### Metal 1

Scale bar: 20 um. Cells faint in the background.
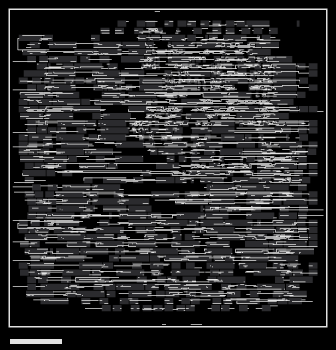
### Met2 routing

Cells faint in the background.
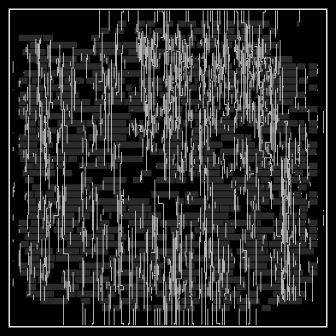
File: src/rtl/femto_rf_pkg.sv
// -----------------------------------------------------------------------------
// femto_rf_pkg
// Types and constants shared by the writeback stage, the register file and
// the issue logic.
//   XLEN       : datapath width
//   REG_AW     : register address width (32 architectural registers)
//   REG_ZERO   : x0, never written and never marked busy
//   wb_entry_t : one pending register write {rd, data}
//   reg_onehot : decode a register index into a 32-bit mask
// -----------------------------------------------------------------------------
package femto_rf_pkg;

  localparam int XLEN   = 32;
  localparam int REG_AW = 5;
  localparam logic [REG_AW-1:0] REG_ZERO = 5'd0;

  typedef struct packed {
    logic [REG_AW-1:0] rd;
    logic [XLEN-1:0]   data;
  } wb_entry_t;

  function automatic logic [XLEN-1:0] reg_onehot(input logic [REG_AW-1:0] r);
    return 32'd1 << r;
  endfunction

endpackage

File: src/rtl/rf_wb_fifo.sv
// -----------------------------------------------------------------------------
// rf_wb_fifo
// Synchronous FIFO holding load returns until they win the register file
// write port. Pushes while full and pops while empty are ignored.
// Ports:
//   clk, rst     : clock, asynchronous active-high reset (empties the FIFO)
//   i_push       : write i_push_data at the tail
//   i_pop        : drop the head entry
//   o_head       : current head entry (meaningful only when !o_empty)
//   o_full       : count == DEPTH
//   o_empty      : count == 0
//   o_count      : number of stored entries, clog2(DEPTH)+1 bits
// -----------------------------------------------------------------------------
module rf_wb_fifo
  import femto_rf_pkg::*;
#(
  parameter int DEPTH = 2
) (
  input  logic                   clk,
  input  logic                   rst,
  input  logic                   i_push,
  input  wb_entry_t              i_push_data,
  input  logic                   i_pop,
  output wb_entry_t              o_head,
  output logic                   o_full,
  output logic                   o_empty,
  output logic [$clog2(DEPTH):0] o_count
);

  localparam int AW = $clog2(DEPTH);
  localparam int CW = AW + 1;

  wb_entry_t       r_mem [DEPTH];
  logic [AW-1:0]   r_wr_ptr;
  logic [AW-1:0]   r_rd_ptr;
  logic [CW-1:0]   r_count;
  logic            w_do_push;
  logic            w_do_pop;

  assign o_full    = (r_count == CW'(DEPTH));
  assign o_empty   = (r_count == CW'(0));
  assign o_count   = r_count;
  assign o_head    = r_mem[r_rd_ptr];
  assign w_do_push = i_push && !o_full;
  assign w_do_pop  = i_pop && !o_empty;

  // Entry storage; slots are only read once counted valid, so no reset.
  always_ff @(posedge clk) begin
    if (w_do_push) begin
      r_mem[r_wr_ptr] <= i_push_data;
    end
  end

  // Pointers wrap naturally because DEPTH is a power of two.
  always_ff @(posedge clk or posedge rst) begin
    if (rst) begin
      r_wr_ptr <= AW'(0);
      r_rd_ptr <= AW'(0);
      r_count  <= CW'(0);
    end else begin
      if (w_do_push) begin
        r_wr_ptr <= r_wr_ptr + AW'(1);
      end
      if (w_do_pop) begin
        r_rd_ptr <= r_rd_ptr + AW'(1);
      end
      case ({w_do_push, w_do_pop})
        2'b10:   r_count <= r_count + CW'(1);
        2'b01:   r_count <= r_count - CW'(1);
        default: r_count <= r_count;
      endcase
    end
  end

endmodule

File: src/rtl/rf_wb_arbiter.sv
// -----------------------------------------------------------------------------
// rf_wb_arbiter
// Writeback stage in front of the 32x32 register file. Merges ALU results
// (never back-pressured) and buffered load returns onto one registered write
// port, tracks outstanding loads in a busy scoreboard, and forces a FIFO
// drain after STARVE_LIMIT consecutive ALU wins with loads waiting.
// Ports:
//   clk, rst                      : clock, asynchronous active-high reset
//   alu_valid/alu_rd/alu_data     : ALU result
//   mem_valid/mem_ready/mem_rd/mem_data : load return handshake
//   issue_load/issue_rd           : load issued, marks issue_rd busy
//   busy                          : outstanding-load scoreboard (bit 0 = 0)
//   alu_stall                     : FIFO owns the write port this cycle
//   proto_err                     : sticky, ALU result offered during stall
//   w_data/w_addr/w_ena           : registered register-file write port
// -----------------------------------------------------------------------------
module rf_wb_arbiter
  import femto_rf_pkg::*;
#(
  parameter int DEPTH        = 2,
  parameter int STARVE_LIMIT = 4
) (
  input  logic              clk,
  input  logic              rst,
  input  logic              alu_valid,
  input  logic [REG_AW-1:0] alu_rd,
  input  logic [XLEN-1:0]   alu_data,
  input  logic              mem_valid,
  output logic              mem_ready,
  input  logic [REG_AW-1:0] mem_rd,
  input  logic [XLEN-1:0]   mem_data,
  input  logic              issue_load,
  input  logic [REG_AW-1:0] issue_rd,
  output logic [XLEN-1:0]   busy,
  output logic              alu_stall,
  output logic              proto_err,
  output logic [XLEN-1:0]   w_data,
  output logic [REG_AW-1:0] w_addr,
  output logic              w_ena
);

  localparam int CW = $clog2(DEPTH) + 1;
  localparam int SW = $clog2(STARVE_LIMIT + 1);

  wb_entry_t          w_push_entry;
  wb_entry_t          w_head;
  logic               w_push;
  logic               w_pop;
  logic               w_full;
  logic               w_empty;
  logic [CW-1:0]      w_count;
  logic               w_alu_win;
  logic               w_wr_ena;
  logic [REG_AW-1:0]  w_wr_addr;
  logic [XLEN-1:0]    w_wr_data;
  logic [XLEN-1:0]    w_busy_set;
  logic [XLEN-1:0]    w_busy_clr;
  logic [XLEN-1:0]    w_busy_nxt;
  logic [SW-1:0]      r_starve;
  logic [SW-1:0]      w_starve_nxt;
  logic               w_stall_nxt;

  // Readiness looks only at the registered count, never at a same-cycle pop.
  assign mem_ready         = (w_count < CW'(DEPTH)) && !rst;
  assign w_push            = mem_valid && mem_ready && !w_full;
  assign w_push_entry.rd   = mem_rd;
  assign w_push_entry.data = mem_data;

  rf_wb_fifo #(
    .DEPTH (DEPTH)
  ) u_fifo (
    .clk         (clk),
    .rst         (rst),
    .i_push      (w_push),
    .i_push_data (w_push_entry),
    .i_pop       (w_pop),
    .o_head      (w_head),
    .o_full      (w_full),
    .o_empty     (w_empty),
    .o_count     (w_count)
  );

  // Write-port arbitration; an entry pushed this cycle is not yet counted.
  always_comb begin
    w_alu_win = 1'b0;
    w_pop     = 1'b0;
    if (alu_stall) begin
      w_pop = !w_empty;
    end else if (alu_valid && (alu_rd != REG_ZERO)) begin
      w_alu_win = 1'b1;
    end else begin
      w_pop = !w_empty;
    end
  end

  // Next write-port values; address and data hold when nothing is written.
  always_comb begin
    w_wr_ena  = 1'b0;
    w_wr_addr = w_addr;
    w_wr_data = w_data;
    if (w_alu_win) begin
      w_wr_ena  = 1'b1;
      w_wr_addr = alu_rd;
      w_wr_data = alu_data;
    end else if (w_pop && (w_head.rd != REG_ZERO)) begin
      w_wr_ena  = 1'b1;
      w_wr_addr = w_head.rd;
      w_wr_data = w_head.data;
    end else begin
      w_wr_ena  = 1'b0;
    end
  end

  // Scoreboard update: set is applied after clear so a same-cycle issue wins.
  always_comb begin
    w_busy_set = 32'd0;
    w_busy_clr = 32'd0;
    if (issue_load && (issue_rd != REG_ZERO)) begin
      w_busy_set = reg_onehot(issue_rd);
    end else begin
      w_busy_set = 32'd0;
    end
    if (w_pop) begin
      w_busy_clr = reg_onehot(w_head.rd);
    end else begin
      w_busy_clr = 32'd0;
    end
    w_busy_nxt = ((busy & ~w_busy_clr) | w_busy_set) & ~32'd1;
  end

  // Starvation counter: counts ALU wins over a waiting load, resets on drain.
  always_comb begin
    w_starve_nxt = r_starve;
    w_stall_nxt  = 1'b0;
    if (w_pop || w_empty) begin
      w_starve_nxt = SW'(0);
    end else if (w_alu_win) begin
      w_starve_nxt = r_starve + SW'(1);
      w_stall_nxt  = (w_starve_nxt == SW'(STARVE_LIMIT));
    end else begin
      w_starve_nxt = r_starve;
    end
  end

  // Registered outputs and stage state.
  always_ff @(posedge clk or posedge rst) begin
    if (rst) begin
      w_ena     <= 1'b0;
      w_addr    <= 5'd0;
      w_data    <= 32'd0;
      busy      <= 32'd0;
      alu_stall <= 1'b0;
      proto_err <= 1'b0;
      r_starve  <= SW'(0);
    end else begin
      w_ena     <= w_wr_ena;
      w_addr    <= w_wr_addr;
      w_data    <= w_wr_data;
      busy      <= w_busy_nxt;
      alu_stall <= w_stall_nxt;
      proto_err <= proto_err | (alu_stall & alu_valid);
      r_starve  <= w_starve_nxt;
    end
  end

endmodule
File: config.mk
export PLATFORM = sky130hd
export DESIGN_NAME = rf_wb_arbiter
export DESIGN_NICKNAME = d
export VERILOG_FILES = /design/src/rtl/femto_rf_pkg.sv /design/src/rtl/rf_wb_fifo.sv /design/src/rtl/rf_wb_arbiter.sv
export SDC_FILE = /design/constraint.sdc
export NUM_CORES = 1
export LEC_CHECK = 0
export CAP_MARGIN = 20
export CORE_MARGIN = 3
export CORE_UTILIZATION = 50
export CTS_CLUSTER_SIZE = 14
export DETAILED_ROUTE_END_ITERATION = 12
export PLACE_DENSITY_LB_ADDON = 0.2
export SETUP_SLACK_MARGIN = 0.02
export SYNTH_ARGS = -nofsm -noshare
export SYNTH_HDL_FRONTEND = slang
export SYNTH_SLANG_ARGS = --single-unit
File: constraint.sdc
create_clock -name clk -period 3.2 [get_ports clk]
set_input_delay 0.64 -clock clk [delete_from_list [all_inputs] [get_ports clk]]
set_output_delay 0.64 -clock clk [all_outputs]
set_load 0.02 [all_outputs]
==> deck_impl_summary.md <==
Physical Implementation Snapshot

GRT
  • Initial antenna violation count: 0
  • Gr usage total: 0.2165
  • GR Layer Usage met2: 0.3289
  • Pin count of the biggest net entering global routing: 43
  • Vias in the first global route: 4547

Power
  • Leakage: 3.424 nW

Clocking
  • H-Tree Level Count: 4
  • Worst skew pair latency: 410 ps
  • Hold-fix buffers, CTS: 0
  • Clock sinks: 152

Synth
  • Yosys Instances: 448
  • Unique masters post-synth: 44
  • Area leader, netlist: edfxtp_1
  • XOR/XNOR share of the synthesized area: 0.006641
  • Dominant cell by count in the synthesized netlist: mux2_2
  • Basic Gates by Area: 0.06736
  • MUX share of area: 0.1983

Worst setup path
  • CP Max Fanout: 3
  • CP Depth: 3
  • Crit path to: mem_ready
  • Critical Path Max Stage Delay: 660 ps
  • R2r setup slk: 1010 ps
  • FF-to-FF End: busy[12]
  • CP Data Arrival Time: 1940 ps

Finish
  • Fin cells: 792
  • Commonest Layout Cell: clkdlybuf4s50_1

STA
  • Setup Skew: 6.166 ps
  • Final hold slack: 446.4 ps
  • Worst-Margin Slew: 866.9 ps

Worst hold path
  • Worst Hold Launch: r_starve[0]
  • Hold Crit Class: reg -> reg

Job
  • Max cap viols: 0

Floorplan
  • Die Y-Extent: 120.8 um
  • Die Area: 14600 um^2
  • FP Core Util: 0.5162
  • Width of the chip: 120.8 um

Routing
  • Routed Antenna Nets: 0

Outcome
  • Status: completed

Place
  • HPWL Detailed: 10.18 mm
  • Dpl cells: 760
Back to the opening pictures, 'Metal 1':
longest straight run: 38.6 um
nets with wire on the layer: 601

Back to the opening pictures, 'Met2 routing':
longest straight run: 42.5 um
nets with wire on the layer: 628

-- sequential cells by signal, summed over array words and instances (netlist names) --
signal / count
w_addr: 5
alu_stall: 1
u_fifo.o_count: 2
w_data: 32
busy: 31
proto_err: 1
u_fifo.r_rd_ptr: 1
u_fifo.r_mem: 74
r_starve: 3
u_fifo.r_wr_ptr: 1
w_ena: 1
-- kinds of logic after synthesis --
logic type | count (synthesis)
DFF | 152
adders and majority gates | 3
other | 1
and+or+nand+nor | 92
muxes | 110
AOI/OAI and AO/OA | 56
buffers and inverters | 29
xor gates and xnor gates | 5
-- through the flow --
| step | area (um^2) | power (W) | setup slack, ps | utilization |
|---|---|---|---|---|
| 6_report | 8912 | 0.007844 | 617.5 | 0.6977 |
| 5_1_grt | 8912 | 0.008234 | 535.6 | 0.6977 |
| 4_1_cts | 8912 | 0.007891 | 645.2 | 0.6977 |
| 3_5_place_dp | 8381 | 0.006046 | 269.2 | 0.6561 |
| 3_3_place_gp | 8381 | 0.005970 | 315.6 | 0.6561 |
| 2_1_floorplan | 6594 | 0.004719 | 22.35 | - |
-- routing by layer --
layer / wire length [um] / up-vias
met5: 0 / -
met3: 1212 / 10
met1: 6723 / 2144
met4: 145 / 0
li1: - / 2013
met2: 7002 / 173
-- area by class of cell --
cell class                      count  area [um^2]  share of cell area
Tap cell                          172        215.2             0.02415
Clock inverter                      4        45.04            0.005054
Multi-Input combinational cell    267         2288              0.2568
Timing Repair Buffer              164         1682              0.1887
Clock buffer                       28        486.7             0.05461
Inverter                            5        20.02            0.002246
Sequential cell                   152         4175              0.4685
-- where the power goes --
part	switching [W]	leakage, nW	internal, W
combinational	0.00148	1.57	0.00158
clock	0.000723	0.260	0.00111
sequential	0.000347	1.60	0.00261
Power is estimated from default activity; no workload was simulated.
